`config.mk`:
```
export PLATFORM = sky130hd
export DESIGN_NAME = hex_uart_sender_flat
export DESIGN_NICKNAME = d
export VERILOG_FILES = /design/src/rtl/hex_uart_sender_pkg.sv /design/src/rtl/hex_uart_sender_if.sv /design/src/rtl/hex_uart_sender.sv /design/src/flat_wrapper.sv
export SDC_FILE = /design/constraint.sdc
export NUM_CORES = 1
export LEC_CHECK = 0
export CAP_MARGIN = 20
export CORE_MARGIN = 1
export CORE_UTILIZATION = 60
export CTS_BUF_LIST = sky130_fd_sc_hd__clkbuf_8
export CTS_CLUSTER_DIAMETER = 100
export DETAILED_ROUTE_END_ITERATION = 7
export PLACE_DENSITY_LB_ADDON = 0.15
export RECOVER_POWER = 25
export SLEW_MARGIN = 40
export SYNTH_ARGS = -nofsm -noshare
export SYNTH_HDL_FRONTEND = slang
export SYNTH_SLANG_ARGS = --single-unit
```
`constraint.sdc`:
```
create_clock -name clk -period 3.4 [get_ports clk]
set_input_delay 0.68 -clock clk [delete_from_list [all_inputs] [get_ports clk]]
set_output_delay 0.68 -clock clk [all_outputs]
set_load 0.005 [all_outputs]
```
`src/rtl/hex_uart_sender_pkg.sv`:
```
// Shared types and constants for the hex UART sender: FSM state encoding,
// line-ending characters and message-length helper.
package hex_uart_sender_pkg;

  typedef enum logic [2:0] {
    IDLE      = 3'd0,
    START_BIT = 3'd1,
    DATA_BITS = 3'd2,
    STOP_BIT  = 3'd3,
    NEXT_CHAR = 3'd4
  } state_t;

  localparam logic [7:0] ASCII_CR = 8'h0D;
  localparam logic [7:0] ASCII_LF = 8'h0A;

  function automatic int unsigned total_chars(input int unsigned nchars,
                                              input int unsigned send_crlf);
    return nchars + 2 * send_crlf;
  endfunction

endpackage

```
`src/rtl/hex_uart_sender_if.sv`:
```
// Request/status bundle between a producer of packed ASCII words and the
// hex UART sender; the serial line travels with it.
interface hex_uart_sender_if;

  logic [31:0] ascii_in;
  logic        start;
  logic        busy;
  logic        done;
  logic        tx;

  modport master (output ascii_in, output start,
                  input  busy, input done, input tx);

  modport slave  (input  ascii_in, input start,
                  output busy, output done, output tx);

endinterface

```
`src/rtl/hex_uart_sender.sv`:
```
// Serialises a latched word of ASCII characters (MSB character first, plus
// optional CR/LF) as 8N1 UART frames; tx trails the FSM state by one register.
module hex_uart_sender
  import hex_uart_sender_pkg::*;
#(
  parameter int unsigned CLKS_PER_BIT = 868,
  parameter int unsigned NCHARS       = 4,
  parameter int unsigned SEND_CRLF    = 1
) (
  input  logic              clk,
  input  logic              rst,
  hex_uart_sender_if.slave  bus
);

  localparam int unsigned TOTAL = total_chars(NCHARS, SEND_CRLF);
  localparam int unsigned MW    = 8 * TOTAL;
  localparam int unsigned CW    = (CLKS_PER_BIT > 1) ? $clog2(CLKS_PER_BIT) : 1;
  localparam logic [CW-1:0] CNT_MAX   = CW'(CLKS_PER_BIT - 1);
  localparam logic [2:0]    LAST_CHAR = 3'(TOTAL - 1);

  state_t          state, state_next;
  logic [CW-1:0]   cnt, cnt_next;
  logic [2:0]      bit_idx, bit_next;
  logic [2:0]      char_idx, char_next;
  logic [MW-1:0]   msg, msg_next;
  logic [MW-1:0]   msg_load;
  logic [7:0]      cur_byte;
  logic            bit_done;
  logic            tx, tx_next;
  logic            busy, busy_next;
  logic            done, done_next;

  // The whole message, line ending included, is one shift register: the
  // character on the wire is always the top byte.
  generate
    if (SEND_CRLF != 0) begin : g_crlf
      assign msg_load = {bus.ascii_in[8*NCHARS-1:0], ASCII_CR, ASCII_LF};
    end else begin : g_plain
      assign msg_load = bus.ascii_in[8*NCHARS-1:0];
    end
  endgenerate

  assign cur_byte = msg[MW-1 -: 8];
  assign bit_done = (cnt == CNT_MAX);
  assign bus.tx   = tx;
  assign bus.busy = busy;
  assign bus.done = done;

  // State, counters, message register and registered outputs.
  always_ff @(posedge clk) begin
    if (rst) begin
      state    <= IDLE;
      cnt      <= '0;
      bit_idx  <= 3'd0;
      char_idx <= 3'd0;
      msg      <= '0;
      tx       <= 1'b1;
      busy     <= 1'b0;
      done     <= 1'b0;
    end else begin
      state    <= state_next;
      cnt      <= cnt_next;
      bit_idx  <= bit_next;
      char_idx <= char_next;
      msg      <= msg_next;
      tx       <= tx_next;
      busy     <= busy_next;
      done     <= done_next;
    end
  end

  // Next-state and next-output logic; tx_next reflects the current state.
  always_comb begin
    state_next = state;
    cnt_next   = cnt;
    bit_next   = bit_idx;
    char_next  = char_idx;
    msg_next   = msg;
    busy_next  = busy;
    done_next  = 1'b0;
    tx_next    = 1'b1;
    case (state)
      IDLE: begin
        tx_next = 1'b1;
        if (bus.start) begin
          state_next = START_BIT;
          msg_next   = msg_load;
          char_next  = 3'd0;
          bit_next   = 3'd0;
          cnt_next   = '0;
          busy_next  = 1'b1;
        end else begin
          state_next = IDLE;
        end
      end
      START_BIT: begin
        tx_next = 1'b0;
        if (bit_done) begin
          state_next = DATA_BITS;
          cnt_next   = '0;
          bit_next   = 3'd0;
        end else begin
          cnt_next = cnt + CW'(1);
        end
      end
      DATA_BITS: begin
        tx_next = cur_byte[bit_idx];
        if (bit_done) begin
          cnt_next = '0;
          if (bit_idx == 3'd7) begin
            state_next = STOP_BIT;
          end else begin
            bit_next = bit_idx + 3'd1;
          end
        end else begin
          cnt_next = cnt + CW'(1);
        end
      end
      STOP_BIT: begin
        tx_next = 1'b1;
        if (bit_done) begin
          state_next = NEXT_CHAR;
          cnt_next   = '0;
        end else begin
          cnt_next = cnt + CW'(1);
        end
      end
      NEXT_CHAR: begin
        tx_next  = 1'b1;
        cnt_next = '0;
        if (char_idx == LAST_CHAR) begin
          state_next = IDLE;
          busy_next  = 1'b0;
          done_next  = 1'b1;
        end else begin
          state_next = START_BIT;
          char_next  = char_idx + 3'd1;
          msg_next   = msg << 4'd8;
        end
      end
      default: begin
        state_next = IDLE;
        busy_next  = 1'b0;
      end
    endcase
  end

endmodule

```
`src/flat_wrapper.sv`:
```
// flat-port wrapper written by rule: the top's interface ports become plain ports
module hex_uart_sender_flat import hex_uart_sender_pkg::*;
#(
  parameter int unsigned CLKS_PER_BIT = 868,
  parameter int unsigned NCHARS       = 4,
  parameter int unsigned SEND_CRLF    = 1
)
  (clk, rst, bus_ascii_in, bus_start, bus_busy, bus_done, bus_tx);
  hex_uart_sender_if bus_i ();
  input  logic clk;
  input  logic rst;
  input wire logic [$bits(bus_i.ascii_in)-1:0] bus_ascii_in;
  input wire logic [$bits(bus_i.start)-1:0] bus_start;
  output wire logic [$bits(bus_i.busy)-1:0] bus_busy;
  output wire logic [$bits(bus_i.done)-1:0] bus_done;
  output wire logic [$bits(bus_i.tx)-1:0] bus_tx;
  assign bus_i.ascii_in = bus_ascii_in;
  assign bus_i.start = bus_start;
  assign bus_busy = bus_i.busy;
  assign bus_done = bus_i.done;
  assign bus_tx = bus_i.tx;
  hex_uart_sender #(.CLKS_PER_BIT(CLKS_PER_BIT), .NCHARS(NCHARS), .SEND_CRLF(SEND_CRLF)) u_core (.clk(clk), .rst(rst), .bus(bus_i));
endmodule
```
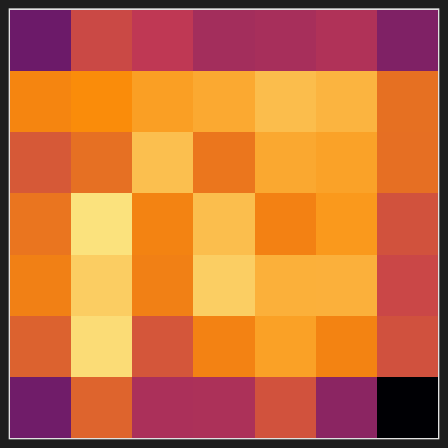
Run 1: cell density map
The die is cut into 7 by 7 equal tiles; black is low, pale yellow is high, 0 to 100% covered.
emptiest ninth of the die	south-east
tiles over 75% full	35%
mean over tiles	65%
fullest tile	94%
nearly empty tiles	2.0%
fp util: 64.8%
Finished Core Util: 76.4%

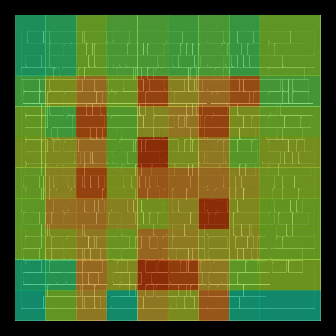
Run 1: routing congestion
routing usage on met3: 8.06%
Total Routing Usage GR: 27.3%
DR WL/cell: 14.4 um
layer with the highest usage: met2

==> flow_summary.yaml, run 1 <==
# yosys + openroad results
synthesis:
  synth_cells: 322
  ys_warn_count: 0
  ys_cells: 322
  yosysUniqueCellTypes: 44
outcome:
  status: "finished with violations"
  violations: "capacitance limit, slew limit"
finish:
  final_layout_size_suffix_gt1_share_pct: 9.71
  nets: 389
  layout_top_cells: "nand2_1 (68), dfxtp_1 (57), nor2_1 (44)"
clocking:
  worstSkewPairLatency_ns: 0.34
  cts_buffers: 9
  cts_tree: "built"
  cts.sinks: 57
global_routing:
  grt_max_degree: 40
  grt-ovfl-total: 0
  grt_use_met2_pct: 42.5
  use_met1_pct: 35.1
  antenna_found_initial: 0
  first_global_vias: 2140
worst_setup_path:
  slowest_stage: "clkbuf_1"
  startpoint: "rst"
  critical_path.endpoint_type: "register"
  crit_end: "u_core.msg[16]$_SDFFE_PP0P_"
  critPathMaxFanout: 39
  max_stage_delay_ns: 1.23
  r2r_cells: 5
  critPathRequiredTime_ns: 3.55
  rr_startpoint: "u_core.cnt[0]$_SDFFE_PP0P_"
  rrSetupSlack_ns: 1.11
  path_cells: "buf_2, clkbuf_1, nand2b_1, o32ai_1"
power_and_ir_drop:
  power.internal_mw: 1.05
  power_mw: 1.41
  seq_power_share_pct: 52.3
  power_leakage_nw: 1.17
  power_frac_comb_pct: 13.4
  ir_drop_mv: 0.286
  swShare_pct: 25.6
  p_switching_uw: 361
place:
  dp_hpwl_mm: 3.98
  numPortBuffers: 37
  gp_congestion: 0.811
worst_hold_path:
  hold_path.class: "register to register"
  hp-start: "u_core.msg[9]$_SDFFE_PP0P_"
  hold_depth: 2
route:
  num_vias: 2377
  wl_mm: 5.75
  viasPerCell: 5.94
  drt_iter0_markers: 157
  first_pass_iters: 4
sta:
  fin_crit_ns: 2.38
  hold_viol: 0
  min_period_over_period_pct: 70.0
  rsz0062_at_grt: "no"
  drv_slew: 40
  worst_clock_skew_ns: 0.00674
  relSlewSlack_pct: -9.43
  fmax_mhz: 420
floorplan:
  placementRows: 23
  die_x_um: 68.9
job:
  max_cap_viol_count: 1
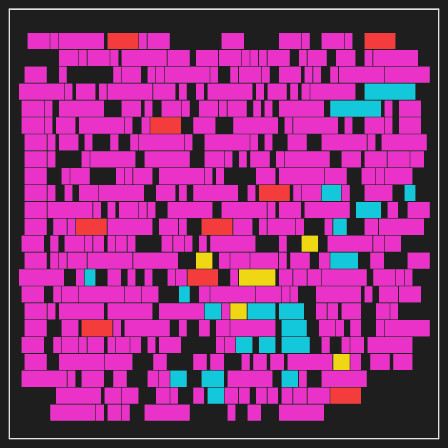
Run 1: cell sizes after repair
colour	size	cells	most used
cyan	x2	20	or3_2
yellow	x3 and x4	5	buf_4
red	x6 and larger	9	clkbuf_8
magenta	x1 and smaller	316	nand2_1
cell area after layout: 0.00317 mm^2
final worst setup slack: 1.02 ns
Non-CTS buffers: 42
P&R area growth vs syn: 17.8%

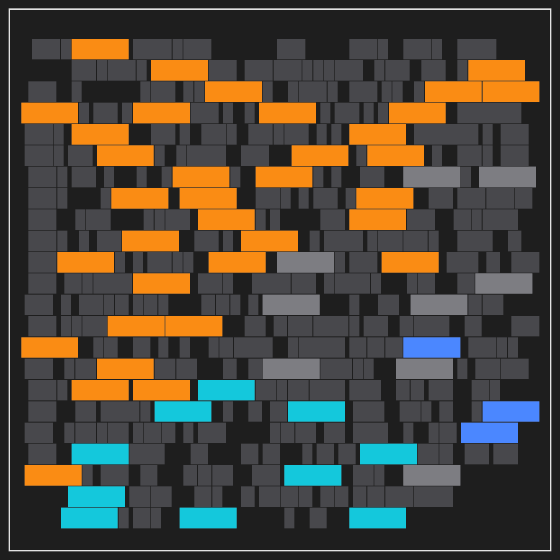
Run 1: where the registers sit
Other sequential cells in the stronger grey, the rest of the logic in the fainter grey.
colour	signal	flops
cyan	u_core.cnt	10
orange	u_core.msg	35
blue	u_core.state	3

## run 1: power groups by stage
stage / clock network (mW) / logic, mW / registers, mW
after CTS: 0.494 / 0.190 / 0.737
after detailed placement: 0 / 0.189 / 0.751
after floorplan: 0 / 0.127 / 0.742
after global placement: 0 / 0.184 / 0.750
after global routing: 0.518 / 0.210 / 0.742
final: 0.483 / 0.189 / 0.737
## run 1: sequential cells by signal (all words and copies together), names as in the netlist
signal and count:
u_core.state 3, u_core.bus.busy 1, u_core.char_idx 3, u_core.msg 35, u_core.bus.done 1, u_core.cnt 10
u_core.bus.tx 1, u_core.bit_idx 3
## run 1: worst max-delay path: cells and delay by family
family / cells / cell delay [ns]
buf+inv: 2 / 1.52
compound gates: 1 / 0.09
simple gates: 1 / 0.24
## run 1: per-stage QoR
| step | setup WS (ns) | instances | area [um^2] |
|---|---|---|---|
| after detailed placement | 0.977 | 388 | 3050 |
| after CTS | 1.33 | 400 | 3180 |
| after global routing | 0.863 | 400 | 3170 |
| final | 1.02 | 400 | 3170 |
| after floorplan | 1.61 | 322 | 2690 |
| after global placement | 1.04 | 388 | 3050 |
## run 1: cell type report
cell class | count | area, um^2
Sequential cell | 57 | 1140
Clock buffer | 9 | 124
Timing Repair Buffer | 42 | 399
Fill cell | 320 | 978
Tap cell | 50 | 62.6
Multi-Input combinational cell | 235 | 1410
Inverter | 4 | 15.0
Clock inverter | 3 | 13.8
## run 1: cell usage after synthesis, drive strengths merged
library cell / n / share of area (%)
o41ai: 1 / 0.33
nor3: 6 / 1.3
or3b: 1 / 0.33
clkbuf: 14 / 2.0
a211o: 1 / 0.33
o41a: 1 / 0.42
nor4bb: 1 / 0.93
buf: 12 / 2.4
nor2b: 1 / 0.23
or2: 2 / 0.47
a311oi: 27 / 8.8
o22ai: 1 / 0.23
nor2: 44 / 6.1
mux2: 2 / 0.84
xor2: 2 / 0.65
dfxtp: 57 / 42
inv: 4 / 0.56
a22oi: 5 / 1.4
a311o: 1 / 0.42
and3: 3 / 0.70
ha: 5 / 2.3
nand3b: 2 / 0.56
or4: 1 / 0.28
o21a: 1 / 0.28
and4: 1 / 0.37
mux4: 2 / 1.7
or3: 7 / 1.9
nand2b: 5 / 1.2
and2: 1 / 0.23
nor3b: 4 / 1.5
a21oi: 6 / 1.1
o32ai: 2 / 0.65
nand4: 3 / 0.70
nand2: 68 / 9.5
nand3: 13 / 2.4
mux2i: 6 / 2.2
o22a: 1 / 0.33
a31oi: 8 / 1.9
## run 1: kinds of logic after synthesis
kind of cell | share of synthesized area, %
buffers and inverters | 4.89
and+or+nand+nor | 28.7
xor gates and xnor gates | 0.652
DFF | 42.5
AOI/OAI and AO/OA | 16.2
adders and majority gates | 2.33
muxes | 4.75
## run 1: layer usage
layer	wire length, um	share of wire, %
met3	267	4.6
met1	2740	48
met4	79	1.4
met5	0	0
met2	2670	46
==> inputs of run 2 (changes only) <==
Settings changed: CORE_UTILIZATION 60 to 51.
Clock period 3.4 ns to 2.05 ns, I/O delays scaled along.
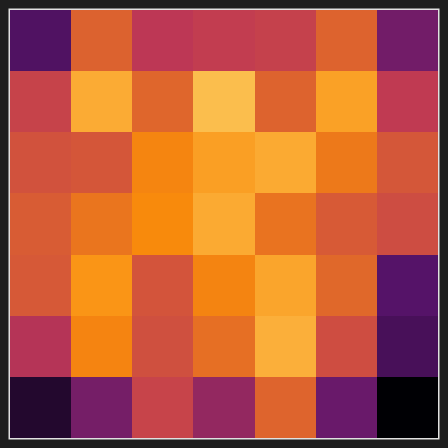
Run 2: cell density map
The die is cut into 7 by 7 equal tiles; black is low, pale yellow is high, 0 to 100% covered.
densest ninth of the die	centre
mean over tiles	58%
tiles over 75% full	18%

==> run 2 against run 1 <==
Power is 75% higher. Register-to-register slack worse by 0.97 ns. Die size is 17% higher. The run now ends clean. Critical endpoint is now u_core.bit_idx[0]$_SDFFE_PP0P_. Global-route usage shrank 5.5 points. Sequential power rose by 66%.
==> flow_summary.yaml, run 2 <==
# yosys + openroad results
route:
  first_pass_iters: 5
  drt_iter0_markers: 143
  wl_mm: 5.76
synthesis:
  top_cell: "nand2_1"
  ys_cells: 322
  flop_cell: "dfxtp_1"
  yosysTopAreaCell: "dfxtp_1"
  area_leaders: "dfxtp_1 (42%), nand2_1 (9.5%), a311oi_1 (8.8%), nor2_1 (6.1%), nand3_1 (2.4%)"
  ys_warn_count: 0
  synthTopCellsByCount: "nand2_1 (68), dfxtp_1 (57), nor2_1 (44)"
power_and_ir_drop:
  ir_drop_mv: 0.441
  power_leakage_nw: 1.22
sta:
  drv_slew: 0
  fmax_mhz: 524
  min_period_over_period_pct: 93.1
  relSlewSlack_pct: 36.5
finish:
  largest_reg_flops: 35
  largest_registers: "u_core.msg x35, u_core.cnt x10"
  area_growth_pct: 22.7
  largest_register: "u_core.msg"
  nets: 392
worst_setup_path:
  crit_end: "u_core.bit_idx[0]$_SDFFE_PP0P_"
  critical_path.endpoint_type: "register"
  slowest_stage: "a211o_1"
  critPathMaxFanout: 4
  critPathRequiredTime_ns: 2.27
clocking:
  cts_buffers: 9
  cts.sinks: 57
  cts_tree: "built"
floorplan:
  die_x_um: 74.6
  placementRows: 26
place:
  dp_hpwl_mm: 3.92
  gp_congestion: 0.782
global_routing:
  first_global_vias: 2010
  grt-ovfl-total: 0
outcome:
  status: "completed"
job:
  max_cap_viol_count: 0
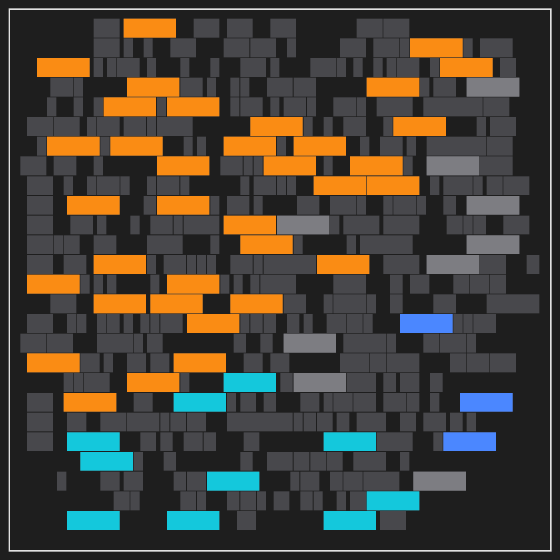
Run 2: where the registers sit
Other sequential cells in the stronger grey, the rest of the logic in the fainter grey.
colour	signal	flops
blue	u_core.state	3
orange	u_core.msg	35
cyan	u_core.cnt	10
not coloured	9
Finished Core Util: 65.0%
sequential power: 1.22 mW
sequential portion of the cell area: 34.6%
register area: 0.00114 mm^2

[run 2: kinds of logic (layout without fill, tap and decap cells)]
kind of cell    Yosys count  in the layout  synth area share (%)
simple gates            163            163                  28.7
flops                    57             57                  42.5
compound gates           55             55                  16.2
buf+inv                  30             65                  4.89
mux                      10             10                  4.75
fa+ha+maj                 5              5                  2.33
xor+xnor                  2              2                 0.652
[run 2: power by group]
| part | leakage (nW) | total, mW | internal (mW) | switching (mW) |
|---|---|---|---|---|
| combinational | 0.652 | 0.332 | 0.174 | 0.158 |
| sequential | 0.468 | 1.22 | 1.18 | 0.0445 |
| clock | 0.0991 | 0.910 | 0.489 | 0.421 |
[run 2: routing by layer]
metal	track usage, %	up-vias	share of wire, %
met3	4.61	10	4.7
met2	31.1	57	45
met4	10.1	0	1.6
li1	-	1216	-
met1	31.5	1091	48
met5	0	-	0
[run 2: worst min-delay path by stage]
stage / to / slack (ns) / depth (start not counted)
after floorplan: u_core.msg[9]$_SDFFE_PP0P_ / 0.43 / 2
after global placement: u_core.msg[9]$_SDFFE_PP0P_ / 0.45 / 2
after detailed placement: u_core.msg[11]$_SDFFE_PP0P_ / 0.45 / 2
after CTS: u_core.msg[11]$_SDFFE_PP0P_ / 0.46 / 2
after global routing: u_core.msg[9]$_SDFFE_PP0P_ / 0.47 / 2
final: u_core.msg[9]$_SDFFE_PP0P_ / 0.46 / 2
[run 2: metrics by stage]
step	setup WS (ns)	instance area, um^2	util, %	power, mW	cells
3_3_place_gp	0.0463	3130	61.7	1.58	411
2_1_floorplan	0.264	2690	-	1.44	322
5_1_grt	0.0405	3300	65.0	2.58	427
6_report	0.142	3300	65.0	2.47	427
4_1_cts	0.149	3310	65.2	2.49	427
3_5_place_dp	0.0206	3130	61.7	1.58	411
[run 2: cell type report]
class | count | area [um^2] | area share (%)
Clock buffer | 11 | 151 | 4.59
Multi-Input combinational cell | 235 | 1420 | 43.1
Tap cell | 70 | 87.6 | 2.66
Sequential cell | 57 | 1140 | 34.6
Inverter | 4 | 15.0 | 0.455
Clock inverter | 5 | 23.8 | 0.721
Timing Repair Buffer | 45 | 458 | 13.9
[run 2: critical path, delay by kind of cell (launching register included)]
family / cells / cell delay, ns
AND-OR/OR-AND: 1 / 0.40
adder cells (fa/ha/maj): 1 / 0.18
flip-flops: 1 / 0.36
multiplexers: 1 / 0.29
AND/OR/NAND/NOR: 2 / 0.57
No activity file was given, so power comes from the tool's default toggle rates.
